### src/rtl/adsr_envelope.sv
`default_nettype none
// ============================================================================
// Module      : adsr_envelope
// Description : Per-voice ADSR amplitude envelope. A 16-bit accumulator is
//               stepped once per sample_clock cycle through IDLE / ATTACK /
//               DECAY / SUSTAIN / RELEASE under control of the gate input.
//               Its upper byte scales the unsigned oscillator sample about
//               mid-scale.
// Ports       : sample_clock  - sample-rate clock, one sample per cycle
//               reset         - asynchronous, active-high reset
//               gate          - note held; rise triggers, fall releases
//               attack_rate   - attack increment minus one
//               decay_rate    - decay decrement minus one
//               sustain_level - sustain target (upper accumulator byte)
//               release_rate  - release decrement minus one (linear build)
//               osc_in        - unsigned oscillator sample
//               out           - scaled unsigned sample, 1-cycle latency
//               env_level     - current envelope, acc[15:8]
//               active        - high whenever the state is not IDLE
// Options     : ADSR_EXP_RELEASE_EN - when defined, RELEASE uses the
//               exponential decrement (acc >> (release_rate[2:0]+1)) + 1.
// Revision    : 1.0 - initial release
// ============================================================================
module adsr_envelope #(
    parameter int BITDEPTH = 12
) (
    input  logic                sample_clock,
    input  logic                reset,
    input  logic                gate,
    input  logic [7:0]          attack_rate,
    input  logic [7:0]          decay_rate,
    input  logic [7:0]          sustain_level,
    input  logic [7:0]          release_rate,
    input  logic [BITDEPTH-1:0] osc_in,
    output logic [BITDEPTH-1:0] out,
    output logic [7:0]          env_level,
    output logic                active
);

    localparam logic [2:0] c_IDLE    = 3'd0;
    localparam logic [2:0] c_ATTACK  = 3'd1;
    localparam logic [2:0] c_DECAY   = 3'd2;
    localparam logic [2:0] c_SUSTAIN = 3'd3;
    localparam logic [2:0] c_RELEASE = 3'd4;

    localparam logic [BITDEPTH-1:0] c_MID     = {1'b1, {(BITDEPTH-1){1'b0}}};
    localparam logic [BITDEPTH:0]   c_MID_EXT = {1'b0, c_MID};
    localparam int                  c_PW      = BITDEPTH + 10;

    logic [2:0]          state_q, state_d;
    logic [15:0]         acc_q, acc_d;
    logic                gate_q, gate_d;
    logic [BITDEPTH-1:0] out_q, out_d;

    logic        w_rise, w_fall;
    logic [15:0] w_target;
    logic [16:0] w_att_sum;
    logic [16:0] w_dec_lim;
    logic [16:0] w_rel_dec;

    assign w_rise    = gate & ~gate_q;
    assign w_fall    = ~gate & gate_q;
    assign w_target  = {sustain_level, 8'h00};
    // All step arithmetic is 17 bits wide so neither the attack sum nor the
    // decay threshold can wrap.
    assign w_att_sum = {1'b0, acc_q} + {9'd0, attack_rate} + 17'd1;
    assign w_dec_lim = {1'b0, w_target} + {9'd0, decay_rate} + 17'd1;

`ifdef ADSR_EXP_RELEASE_EN
    logic [3:0] w_shamt;
    logic       w_unused_rel;
    assign w_shamt      = {1'b0, release_rate[2:0]} + 4'd1;
    // The +1 keeps the decrement non-zero so the tail always terminates.
    assign w_rel_dec    = {1'b0, acc_q >> w_shamt} + 17'd1;
    assign w_unused_rel = ^release_rate[7:3];
`else
    assign w_rel_dec    = {9'd0, release_rate} + 17'd1;
`endif

    always_comb begin
        state_d = state_q;
        acc_d   = acc_q;
        gate_d  = gate;
        if (w_rise) begin
            // Retrigger keeps the current level to avoid a click.
            state_d = c_ATTACK;
        end else if (w_fall && (state_q == c_ATTACK || state_q == c_DECAY ||
                                state_q == c_SUSTAIN)) begin
            state_d = c_RELEASE;
        end else begin
            case (state_q)
                c_ATTACK: begin
                    if (w_att_sum >= 17'h0FFFF) begin
                        acc_d   = 16'hFFFF;
                        state_d = c_DECAY;
                    end else begin
                        acc_d = w_att_sum[15:0];
                    end
                end
                c_DECAY: begin
                    if ({1'b0, acc_q} <= w_dec_lim) begin
                        acc_d   = w_target;
                        state_d = c_SUSTAIN;
                    end else begin
                        acc_d = acc_q - ({8'd0, decay_rate} + 16'd1);
                    end
                end
                c_SUSTAIN: begin
                    acc_d = w_target;
                end
                c_RELEASE: begin
                    if ({1'b0, acc_q} <= w_rel_dec) begin
                        acc_d   = 16'h0000;
                        state_d = c_IDLE;
                    end else begin
                        acc_d = acc_q - w_rel_dec[15:0];
                    end
                end
                default: begin
                    acc_d   = 16'h0000;
                    state_d = c_IDLE;
                end
            endcase
        end
    end

    assign env_level = acc_q[15:8];
    assign active    = (state_q != c_IDLE);

    // Scaling: centre the sample, multiply by the envelope, shift back down.
    // Operands are sign/zero-extended to the product width so the low bits
    // of the product are the exact signed result.
    logic [BITDEPTH:0] w_c;
    logic [c_PW-1:0]   w_c_ext, w_e_ext, w_p;
    logic              w_unused_p;

    assign w_c        = {1'b0, osc_in} - c_MID_EXT;
    assign w_c_ext    = {{9{w_c[BITDEPTH]}}, w_c};
    assign w_e_ext    = {{(BITDEPTH+2){1'b0}}, env_level};
    assign w_p        = w_c_ext * w_e_ext;
    assign w_unused_p = ^{w_p[c_PW-1:BITDEPTH+8], w_p[7:0]};

    always_comb begin
        out_d = w_p[BITDEPTH+7:8] + c_MID;
    end

    assign out = out_q;

    always_ff @(posedge sample_clock or posedge reset) begin
        if (reset) begin
            state_q <= c_IDLE;
            acc_q   <= 16'h0000;
            gate_q  <= 1'b0;
            out_q   <= c_MID;
        end else begin
            state_q <= state_d;
            acc_q   <= acc_d;
            gate_q  <= gate_d;
            out_q   <= out_d;
        end
    end

endmodule
`default_nettype wire
### config.mk
export PLATFORM = sky130hd
export DESIGN_NAME = adsr_envelope
export DESIGN_NICKNAME = d
export VERILOG_FILES = /design/src/rtl/adsr_envelope.sv
export SDC_FILE = /design/constraint.sdc
export NUM_CORES = 1
export LEC_CHECK = 0
export CAP_MARGIN = 20
export CORE_MARGIN = 2
export CORE_UTILIZATION = 50
export CTS_CLUSTER_DIAMETER = 40
export CTS_CLUSTER_SIZE = 30
export DETAILED_ROUTE_END_ITERATION = 6
export GPL_ROUTABILITY_DRIVEN = 1
export GPL_TIMING_DRIVEN = 0
export PLACE_DENSITY = 0.8
export SYNTH_ARGS = -nofsm -noshare
export SYNTH_HDL_FRONTEND = slang
export SYNTH_SLANG_ARGS = --single-unit
### constraint.sdc
create_clock -name sample_clock -period 6.6 [get_ports sample_clock]
set_clock_uncertainty 0.2 [all_clocks]
set_input_delay 1.32 -clock sample_clock [delete_from_list [all_inputs] [get_ports sample_clock]]
set_output_delay 1.32 -clock sample_clock [all_outputs]
set_load 0.05 [all_outputs]
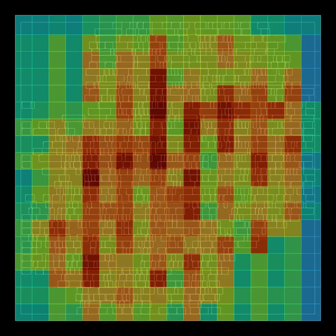
congestion_map.png
Total GRT Usage: 25.4%
Core Util, Final: 58.4%

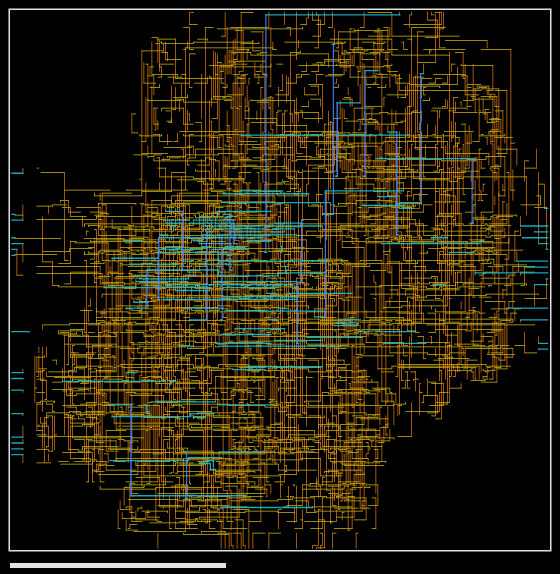
layers.png
Bar = 50 um.
- orange: M2 (wire length 9310 um)
- yellow: M1 (wire length 8210 um)
- cyan: M3 (wire length 1250 um)
- blue: M4 (wire length 392 um)

==> impl_metrics.env <==
# yosys + openroad results
export IMPL_ant_nets=0
export IMPL_syn_area_um2=7350
export IMPL_cpPeakStageDelay_ps=670
export IMPL_nonClockBufferCount=98
export IMPL_grt_setup_unrepaired="false"
export IMPL_syn_avg_cell_area_um2=8.24
export IMPL_rr_endpoint="out[11]"
export IMPL_worst_hold_slack_ps=408
export IMPL_cp_slowest_cell="clkdlybuf4s50_1"
export IMPL_flops=32
export IMPL_edf_count=0
export IMPL_nonClkBufAreaFrac_pct=10.5
export IMPL_warnings=28
export IMPL_fin_nets=1170
export IMPL_fp_dieW_um=125
export IMPL_antenna_found_initial=0
export IMPL_path_depth=17
export IMPL_clock_fmax_ghz=0.159
export IMPL_hold_viol=0
export IMPL_inv_count=127
export IMPL_postCtsResizedCells=0
export IMPL_regArea_um2=802
export IMPL_final_max_slew_violation_count=0
export IMPL_seq_area_share_pct=9.52
export IMPL_maxPowerGroup="combinational logic"
export IMPL_grt_max_degree=33
export IMPL_peakVddDrop_v=0.0000892
export IMPL_crit_top_cell="fa_1"
export IMPL_clock_area_share_pct=1.74
export IMPL_wl_met2_um=9310
export IMPL_ys_chip_area_um2=7350
export IMPL_p_int_uw=498
export IMPL_path_clk_slew_ps=60
export IMPL_dieArea_um2=15700
export IMPL_crit_chain="clkdlybuf4s50_1, nand2_1, fa_1, inv_1, fa_1, fa_1, inv_1, fa_1, inv_1, ha_1, and4_1, a211oi_2, a21oi_1, or3_1, o31a_1, a21oi_1, xnor2_1"
export IMPL_combGateArea_um2=5890
export IMPL_setup_viol=0
export IMPL_synth_cell_types=82
export IMPL_status="finished clean"
export IMPL_drt_pass1_iterations=5
export IMPL_drive_gt1_share_pct=5.69
export IMPL_wl_per_cell_um=16.6
export IMPL_path_buffers=4
export IMPL_grt_overflow=0
export IMPL_final_common_cell="inv_1"
export IMPL_ys_flops=32
export IMPL_power_frac_clock_pct=31.3
export IMPL_gp_congestion=0.988
export IMPL_fillers=1279
export IMPL_wl_met1_um=8210
export IMPL_drt_iter0_markers=462
export IMPL_lay_top_cells="126 x inv_1, 92 x nand2_1, 79 x ha_1"
export IMPL_largest_class="combinational gates"
export IMPL_p_comb_uw=342
export IMPL_vias_per_cell=5.78
export IMPL_grt_met1_usage_pct=34.5
export IMPL_cts_tree="built"
export IMPL_route_detailed_drc=0
export IMPL_maxUsedRoutingLayer="met4"
export IMPL_worstPathRequired_ps=6620
export IMPL_worstSkewPairLatency_ps=300
export IMPL_min_delay_start="state_q[1]"
export IMPL_grt_pass1_wl_um=32600
export IMPL_area_growth_syn_to_layout_pct=14.6
export IMPL_ys_dominant_reg_cell="dfrtp_1"
export IMPL_initCoreUtil_pct=51.0
export IMPL_netlist_instances=892
export IMPL_cts_buffers_inserted=5
export IMPL_min_period_ps=6290
export IMPL_post_synth_top_count_cell="inv_1"
export IMPL_grtUsageMet3_pct=2.95
export IMPL_hold_depth=2
export IMPL_postSynthSeqShare_pct=10.9
export IMPL_crit_path_start_kind="primary input"
export IMPL_cpLargestDelayFamily="adder cells"
export IMPL_drv_cap=0
export IMPL_grt_busiest_layer="met2"
export IMPL_cts_buffer_depth=2
export IMPL_pg_seq_uw=216
export IMPL_yosysTopAreaCell="fa_1"
export IMPL_fp_row_count=44
export IMPL_async_flop_share_pct=100
export IMPL_tapCellCount=184
export IMPL_cp_startpoint="osc_in[9]"
export IMPL_reg2reg_depth=19
export IMPL_power_frac_seq_pct=26.6
export IMPL_synthTopCellsByCount="127 x inv_1, 92 x nand2_1, 79 x ha_1"
export IMPL_min_path_type="flip-flop to flip-flop"
export IMPL_h_tree_depth=2
export IMPL_yosysWarningCount=0
export IMPL_worstSetupEndpointType="flip-flop"
export IMPL_pg_clk_uw=254
export IMPL_combPwrFrac_pct=42.1
export IMPL_arrival_ps=6310
export IMPL_maxSlewHeadroom_pct=41.3
export IMPL_vias=6658
export IMPL_rrSetupSlack_ps=420
export IMPL_swShare_pct=38.7
export IMPL_top_cell_area_share_pct=21.2
export IMPL_cts_hold_buffers=0
export IMPL_cts_sinks=32
export IMPL_sh_comb_area_pct=69.9
export IMPL_cts_setup_buffers=0
export IMPL_synth_area_top_cells="fa_1 21%, ha_1 13%, dfrtp_1 11%"
export IMPL_ys_cells=892
export IMPL_coreArea_um2=14400
export IMPL_antenna_cells=0
export IMPL_die_h_um=125
export IMPL_dp_hpwl_um=15300
export IMPL_met2_usage_pct=43.6
export IMPL_syn_nets=1096
export IMPL_rr_startpoint="acc_q[10]"
export IMPL_p_leak_uw=0.00401
export IMPL_io_pins=68
export IMPL_worst_path_max_fanout=8
export IMPL_p_sw_uw=314
export IMPL_wirelength_um=19200
export IMPL_cts_root_buf="clkbuf_16"
export IMPL_min_period_over_period_pct=95.3
export IMPL_io_buffers=67
export IMPL_nClkBuffers=8
export IMPL_grt_pass1_vias=6651
export IMPL_cp_endpoint="out[11]"
export IMPL_num_multi_input_gates=702
export IMPL_route_met3_wl_um=1250
export IMPL_holdPathEnd="state_q[1]"
export IMPL_worst_pin_slew_ps=875
export IMPL_powerDensity_nw_per_um2=96.4
export IMPL_setup_worst_path_class="primary input to flip-flop"
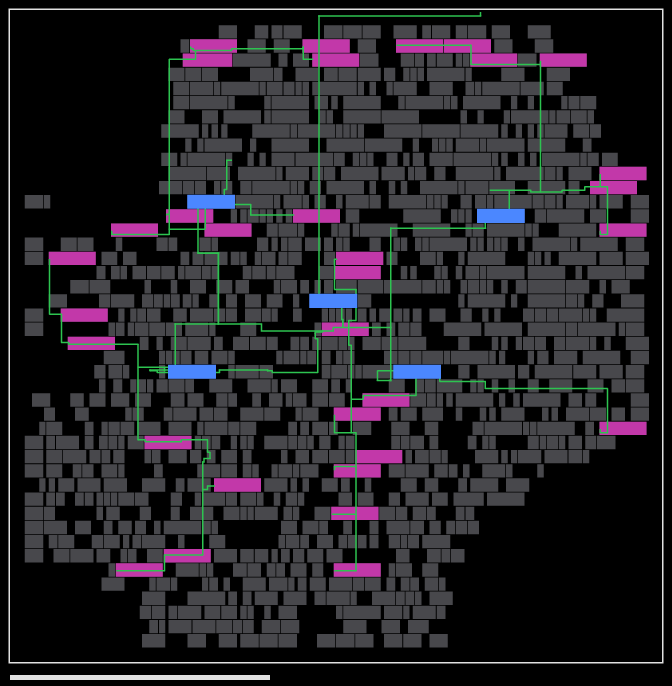
clock_wires.png
Bar = 50 um.
- green: clock wires (length 768 um)
- blue: clock-net drivers (count 5)
- magenta: flip-flops (count 32)
- flops lie: spread over the die
- routed clock nets: 6

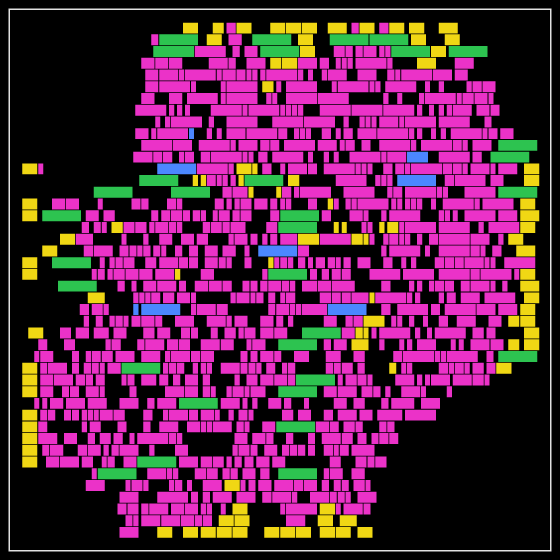
class_map.png
- magenta: remaining logic cells (cells 829; share of their area 78%)
- green: registers (cells 32; share of their area 9.8%)
- yellow: remaining buffers and delay cells (cells 98; share of their area 11%)
- blue: clock drivers and dummy loads (cells 8; share of their area 1.8%)

## cell families after synthesis
logic type | count (synthesis) | synth area share [%]
AND-OR/OR-AND | 173 | 15.9
XOR/XNOR | 62 | 7.49
adder cells (fa/ha/maj) | 157 | 34.7
buffers and inverters | 158 | 9.11
flip-flops | 32 | 10.9
multiplexers | 3 | 0.426
AND/OR/NAND/NOR | 307 | 21.5
## per-stage QoR
stage                     setup WS [ps]  instance area [um2]  cells  TNS, ps  total power, uW
after global routing               23.9                 8420   1151        0              860
after global placement            -79.0                 8250   1143    -79.0              552
final                               309                 8420   1151        0              812
after detailed placement           -170                 8250   1143     -214              557
after floorplan                     830                 7350    892        0              444
after CTS                          86.1                 8400   1151        0              810
## registers in the layout, summed over array words and instances (netlist names)
signal,cells
out,12
state_q,3
gate_q,1
acc_q,16
No activity file was given, so power comes from the tool's default toggle rates.
